pdn.png
Pins as bars on the die edge. Tap cells in grey.
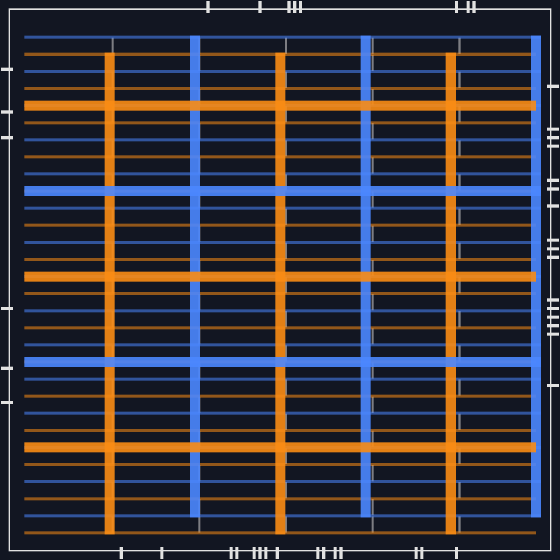
clock_map.png
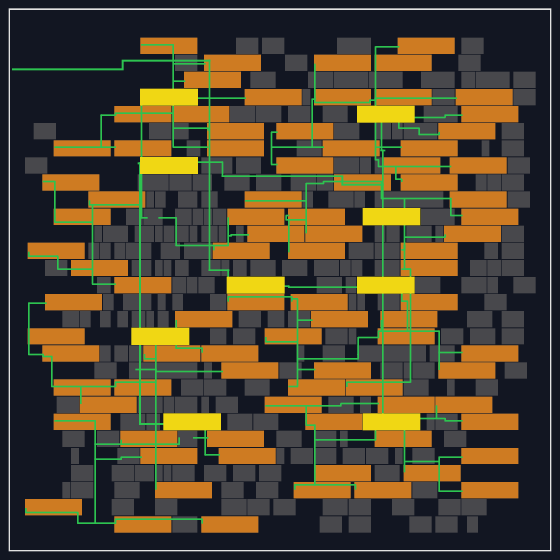
File: config.mk
export PLATFORM = sky130hd
export DESIGN_NAME = ads8688_spi_resp
export DESIGN_NICKNAME = d
export VERILOG_FILES = /design/src/rtl/ads8688_pkg.sv /design/src/rtl/ads8688_spi_resp_sync.sv /design/src/rtl/ads8688_spi_resp.sv
export SDC_FILE = /design/constraint.sdc
export NUM_CORES = 1
export LEC_CHECK = 0
export CAP_MARGIN = 20
export CORE_MARGIN = 2
export CORE_UTILIZATION = 55
export CTS_BUF_LIST = sky130_fd_sc_hd__clkbuf_16
export DETAILED_ROUTE_END_ITERATION = 16
export PLACE_DENSITY = 0.8
export SYNTH_ARGS = -nofsm -noshare
export SYNTH_HDL_FRONTEND = slang
export SYNTH_SLANG_ARGS = --single-unit
File: constraint.sdc
create_clock -name clk -period 4.1 [get_ports clk]
set_input_delay 0.82 -clock clk [delete_from_list [all_inputs] [get_ports clk]]
set_output_delay 0.82 -clock clk [all_outputs]
set_load 0.03 [all_outputs]
File: src/rtl/ads8688_pkg.sv
// Shared constants, command decode helpers and FSM encoding for the ADS8688 SPI responder.
package ads8688_pkg;

  localparam int CMD_BITS_DEFAULT   = 16;
  localparam int DATA_BITS_DEFAULT  = 16;
  localparam int FRAME_BITS_DEFAULT = CMD_BITS_DEFAULT + DATA_BITS_DEFAULT;

  localparam logic [15:0] CMD_NO_OP      = 16'h0000;
  localparam logic [15:0] CMD_RST        = 16'h8500;
  localparam logic [2:0]  CMD_MAN_PREFIX = 3'b110;

  localparam int CH_LSB = 10;
  localparam int CH_MSB = 12;

  typedef enum logic [1:0] {
    ST_IDLE,
    ST_CMD,
    ST_DATA,
    ST_DONE
  } state_e;

  // Manual-channel select: prefix, channel field, all-zero tail.
  function automatic logic is_man_ch(input logic [15:0] cmd);
    return (cmd[15:13] == CMD_MAN_PREFIX) && (cmd[CH_LSB-1:0] == '0);
  endfunction

  function automatic logic cmd_known(input logic [15:0] cmd);
    return (cmd == CMD_NO_OP) || (cmd == CMD_RST) || is_man_ch(cmd);
  endfunction

endpackage

File: src/rtl/ads8688_spi_resp_sync.sv
// Multi-flop synchronizer with rise/fall detection on the synchronized level.
module spi_sync_edge #(
  parameter int STAGES = 2
) (
  input  logic clk,
  input  logic arst,
  input  logic d_i,
  output logic rise_o,
  output logic fall_o
);

  logic [STAGES-1:0] sync_q;
  logic              prev_q;
  logic              level;

  assign level = sync_q[STAGES-1];

  always_ff @(posedge clk or posedge arst) begin
    if (arst) begin
      sync_q <= '0;
      prev_q <= 1'b0;
    end else begin
      sync_q <= {sync_q[STAGES-2:0], d_i};
      prev_q <= level;
    end
  end

  assign rise_o = level & ~prev_q;
  assign fall_o = ~level & prev_q;

endmodule

File: src/rtl/ads8688_spi_resp.sv
// ADS8688-side SPI responder: shifts in a command, returns the pipelined conversion word,
// and applies channel-select commands when the frame completes.
module ads8688_spi_resp
  import ads8688_pkg::*;
#(
  parameter int SYNC_STAGES = 2,
  parameter int CMD_BITS    = CMD_BITS_DEFAULT,
  parameter int DATA_BITS   = DATA_BITS_DEFAULT,
  parameter int FRAME_BITS  = FRAME_BITS_DEFAULT
) (
  input  logic                 clk,
  input  logic                 arst,
  input  logic                 sclk,
  input  logic                 csn,
  input  logic                 mosi,
  output logic                 miso,
  input  logic [DATA_BITS-1:0] sample_in,
  output logic [2:0]           cur_ch,
  output logic                 conv_strobe,
  output logic                 cmd_valid,
  output logic [CMD_BITS-1:0]  cmd_word,
  output logic                 cmd_unsup,
  output logic                 frame_err
);

  localparam int CNT_W = $clog2(FRAME_BITS + 1);
  localparam logic [CNT_W-1:0] LAST_CMD   = CNT_W'(CMD_BITS - 1);
  localparam logic [CNT_W-1:0] LAST_FRAME = CNT_W'(FRAME_BITS - 1);

  logic sclk_rise, sclk_fall_unused, csn_rise, csn_fall;
  logic [SYNC_STAGES-1:0] mosi_sync_q;
  logic mosi_s;

  spi_sync_edge #(.STAGES(SYNC_STAGES)) u_sclk_sync (
    .clk    (clk),
    .arst   (arst),
    .d_i    (sclk),
    .rise_o (sclk_rise),
    .fall_o (sclk_fall_unused)
  );

  spi_sync_edge #(.STAGES(SYNC_STAGES)) u_csn_sync (
    .clk    (clk),
    .arst   (arst),
    .d_i    (csn),
    .rise_o (csn_rise),
    .fall_o (csn_fall)
  );

  // mosi gets the same depth as sclk so the sampled bit lines up with the detected rise.
  always_ff @(posedge clk or posedge arst) begin
    if (arst) mosi_sync_q <= '0;
    else      mosi_sync_q <= {mosi_sync_q[SYNC_STAGES-2:0], mosi};
  end
  assign mosi_s = mosi_sync_q[SYNC_STAGES-1];

  state_e                state_q;
  logic [CNT_W-1:0]      bit_cnt_q;
  logic [CMD_BITS-2:0]   cmd_sr_q;
  logic [CMD_BITS-1:0]   cmd_word_q;
  logic [DATA_BITS-1:0]  shift_out_q;
  logic [DATA_BITS-1:0]  data_hold_q;
  logic [2:0]            cur_ch_q;
  logic                  miso_q;
  logic                  cmd_valid_q, cmd_unsup_q, frame_err_q, conv_strobe_q;
  logic [CMD_BITS-1:0]   cmd_d;

  assign cmd_d = {cmd_sr_q, mosi_s};

  always_ff @(posedge clk or posedge arst) begin
    if (arst) begin
      state_q       <= ST_IDLE;
      bit_cnt_q     <= '0;
      cmd_sr_q      <= '0;
      cmd_word_q    <= '0;
      shift_out_q   <= '0;
      data_hold_q   <= '0;
      cur_ch_q      <= '0;
      miso_q        <= 1'b0;
      cmd_valid_q   <= 1'b0;
      cmd_unsup_q   <= 1'b0;
      frame_err_q   <= 1'b0;
      conv_strobe_q <= 1'b0;
    end else begin
      cmd_valid_q   <= 1'b0;
      cmd_unsup_q   <= 1'b0;
      frame_err_q   <= 1'b0;
      conv_strobe_q <= 1'b0;
      if (conv_strobe_q) data_hold_q <= sample_in;

      case (state_q)
        ST_IDLE: begin
          miso_q <= 1'b0;
          if (csn_fall) begin
            bit_cnt_q   <= '0;
            // A frame starting on the capture cycle must still see the fresh sample.
            shift_out_q <= conv_strobe_q ? sample_in : data_hold_q;
            state_q     <= ST_CMD;
          end
        end
        default: begin
          if (csn_rise) begin
            state_q <= ST_IDLE;
            miso_q  <= 1'b0;
            if (state_q == ST_DONE) begin
              conv_strobe_q <= 1'b1;
              if (cmd_word_q == CMD_RST)     cur_ch_q <= '0;
              else if (is_man_ch(cmd_word_q)) cur_ch_q <= cmd_word_q[CH_MSB:CH_LSB];
            end else begin
              frame_err_q <= 1'b1;
            end
          end else if (sclk_rise) begin
            case (state_q)
              ST_CMD: begin
                cmd_sr_q  <= cmd_d[CMD_BITS-2:0];
                bit_cnt_q <= bit_cnt_q + 1'b1;
                if (bit_cnt_q == LAST_CMD) begin
                  cmd_word_q  <= cmd_d;
                  cmd_valid_q <= 1'b1;
                  cmd_unsup_q <= ~cmd_known(cmd_d);
                  miso_q      <= shift_out_q[DATA_BITS-1];
                  state_q     <= ST_DATA;
                end
              end
              ST_DATA: begin
                bit_cnt_q <= bit_cnt_q + 1'b1;
                if (bit_cnt_q == LAST_FRAME) begin
                  state_q <= ST_DONE;
                end else begin
                  shift_out_q <= shift_out_q << 1;
                  miso_q      <= shift_out_q[DATA_BITS-2];
                end
              end
              default: ;
            endcase
          end
        end
      endcase
    end
  end

  assign miso        = miso_q;
  assign cur_ch      = cur_ch_q;
  assign conv_strobe = conv_strobe_q;
  assign cmd_valid   = cmd_valid_q;
  assign cmd_word    = cmd_word_q;
  assign cmd_unsup   = cmd_unsup_q;
  assign frame_err   = frame_err_q;

endmodule
==> run summary <==
flow finished, numbers: status finished, final reports clean, CLK BUF 9, Pwr Total 0.00211 W, Signal inverters 21, Post-synth seq share 59.0%, Logic area 1360 µm², Final GP Congestion 0.846, CTS tree yes, Chip Width 85.9 µm, Cells after DPL 388, Max clock buf depth 2, VDD IR-drop max 0.313 mV, # hold bufs at CTS 0, Max-slew headroom 43.1%, Reg2Reg Setup Slack 1.54 ns, Post-synth top flop dfrtp_1, min cycle time layout 2.76 ns, hold worst-path end u_sclk_sync.sync_q[1]$_DFF_PP0_, post-DR wirelength/cell 16.8 µm, Clock transition at path regs 0.06 ns, grt met3 use 3.37%, area leader, netlist dfrtp_1, Pre-Repair DR Iteration Count 4, Mapped Nets 296, vias 2283, M1 WL 3060 µm, Setup Crit Path Kind reg -> out, fillcell total 427, first-pass GRT wire length 11200 µm, CP Data Arrival Time 1.94 ns, GRT Util Overall 19.7%, # Cells Yosys 274, Post-Route WL 6770 µm, Ys Warns 0, startpoint types flip-flop, Async SR Flop Fraction 100%, chip area 7380 µm², mi-comb count 154, yosys synthesis chip area 3690 µm², Netlist cell types 42, syn avg cell area 13.5 µm², clock network area share 7.61%, Non-clock buffers 49, Synth flops 87, GR met2 Demand/Resource 30.9%, largest net degree at the start of global routing 40, via/cell ratio 5.65, initial antenna violation count 0, wire length on met3 259 µm, Yosys top cell by instances dfrtp_1, DP Wirelength 4270 µm, fmax 0.362 GHz, CP Depth 1, Commonest cells post-synth dfrtp_1, mux2_2, mux2i_1, largest class flip-flops and latches, top-area cell type share of the netlist area 59.0%, Root Buffer clkbuf_16, share of layout cells above drive strength 1 23.5%, Worst path slowest cell dfrtp_1, wire length on met2 3330 µm, EDFF count, synth 0, drt drc 0
About pdn.png:
- orange: VSS
- blue: VDD
- met4 straps: 6
- met5 straps: 5
- signal pins: 45

About clock_map.png:
- orange: flip-flops (count 87)
- green: clock wires (length 996 µm)
- yellow: cells driving clock nets (count 9)
- routed clock nets: 10

[cells by family after synthesis]
kind of cell / synth area share (%)
AND/OR/NAND/NOR: 7.18
flip-flops: 59.0
adder cells (fa/ha/maj): 0.339
buffers and inverters: 4.44
AND-OR/OR-AND: 4.64
XOR/XNOR: 0.237
multiplexers: 24.2
[worst register-to-register path, cell delays in order (launching register included)]
cell     delay (ns)
dfrtp_1        0.43
nor2b_4        0.18
or4b_4         0.65
or3_1          0.75
mux2_4         0.43
[through the flow]
| step | setup WS [ns] | cell area (µm²) | utilization [%] | hold slack, ns |
|---|---|---|---|---|
| 6_report | 1.34 | 4540 | 70.7 | 0.348 |
| 2_1_floorplan | 1.03 | 3690 | - | 0.331 |
| 3_5_place_dp | 1.56 | 4190 | 65.3 | 0.336 |
| 5_1_grt | 1.25 | 4540 | 70.7 | 0.357 |
| 3_3_place_gp | 1.59 | 4180 | 65.1 | 0.334 |
| 4_1_cts | 1.33 | 4540 | 70.7 | 0.349 |
[layout by cell type, fill, tap and decap left out, types with 4 or more instances in the layout]
master,instances
mux2i_1,30
dfrtp_1,87
nand2_1,4
nor2_1,8
o21ai_0,8
a21oi_1,8
or3_1,5
nor3_1,6
clkbuf_16,9
inv_1,20
clkdlybuf4s50_1,44
mux2_4,8
mux2_2,42
buf_4,4
[registers in the layout, indices dropped and copies added (netlist names), 2 cells and up]
signal	flops
u_sclk_sync.sync_q	2
cur_ch	3
mosi_sync_q	2
bit_cnt_q	6
data_hold_q	16
cmd_word	16
u_csn_sync.sync_q	2
state_q	2
cmd_sr_q	15
shift_out_q	16
[report_power, final]
group / leakage, nW / internal [W] / total (W) / switching (W)
clock: 0.166 / 0.000597 / 0.000935 / 0.000337
sequential: 1.18 / 0.000915 / 0.000983 / 0.0000681
combinational: 0.856 / 0.000100 / 0.000189 / 0.0000884
Power is estimated from default activity; no workload was simulated.
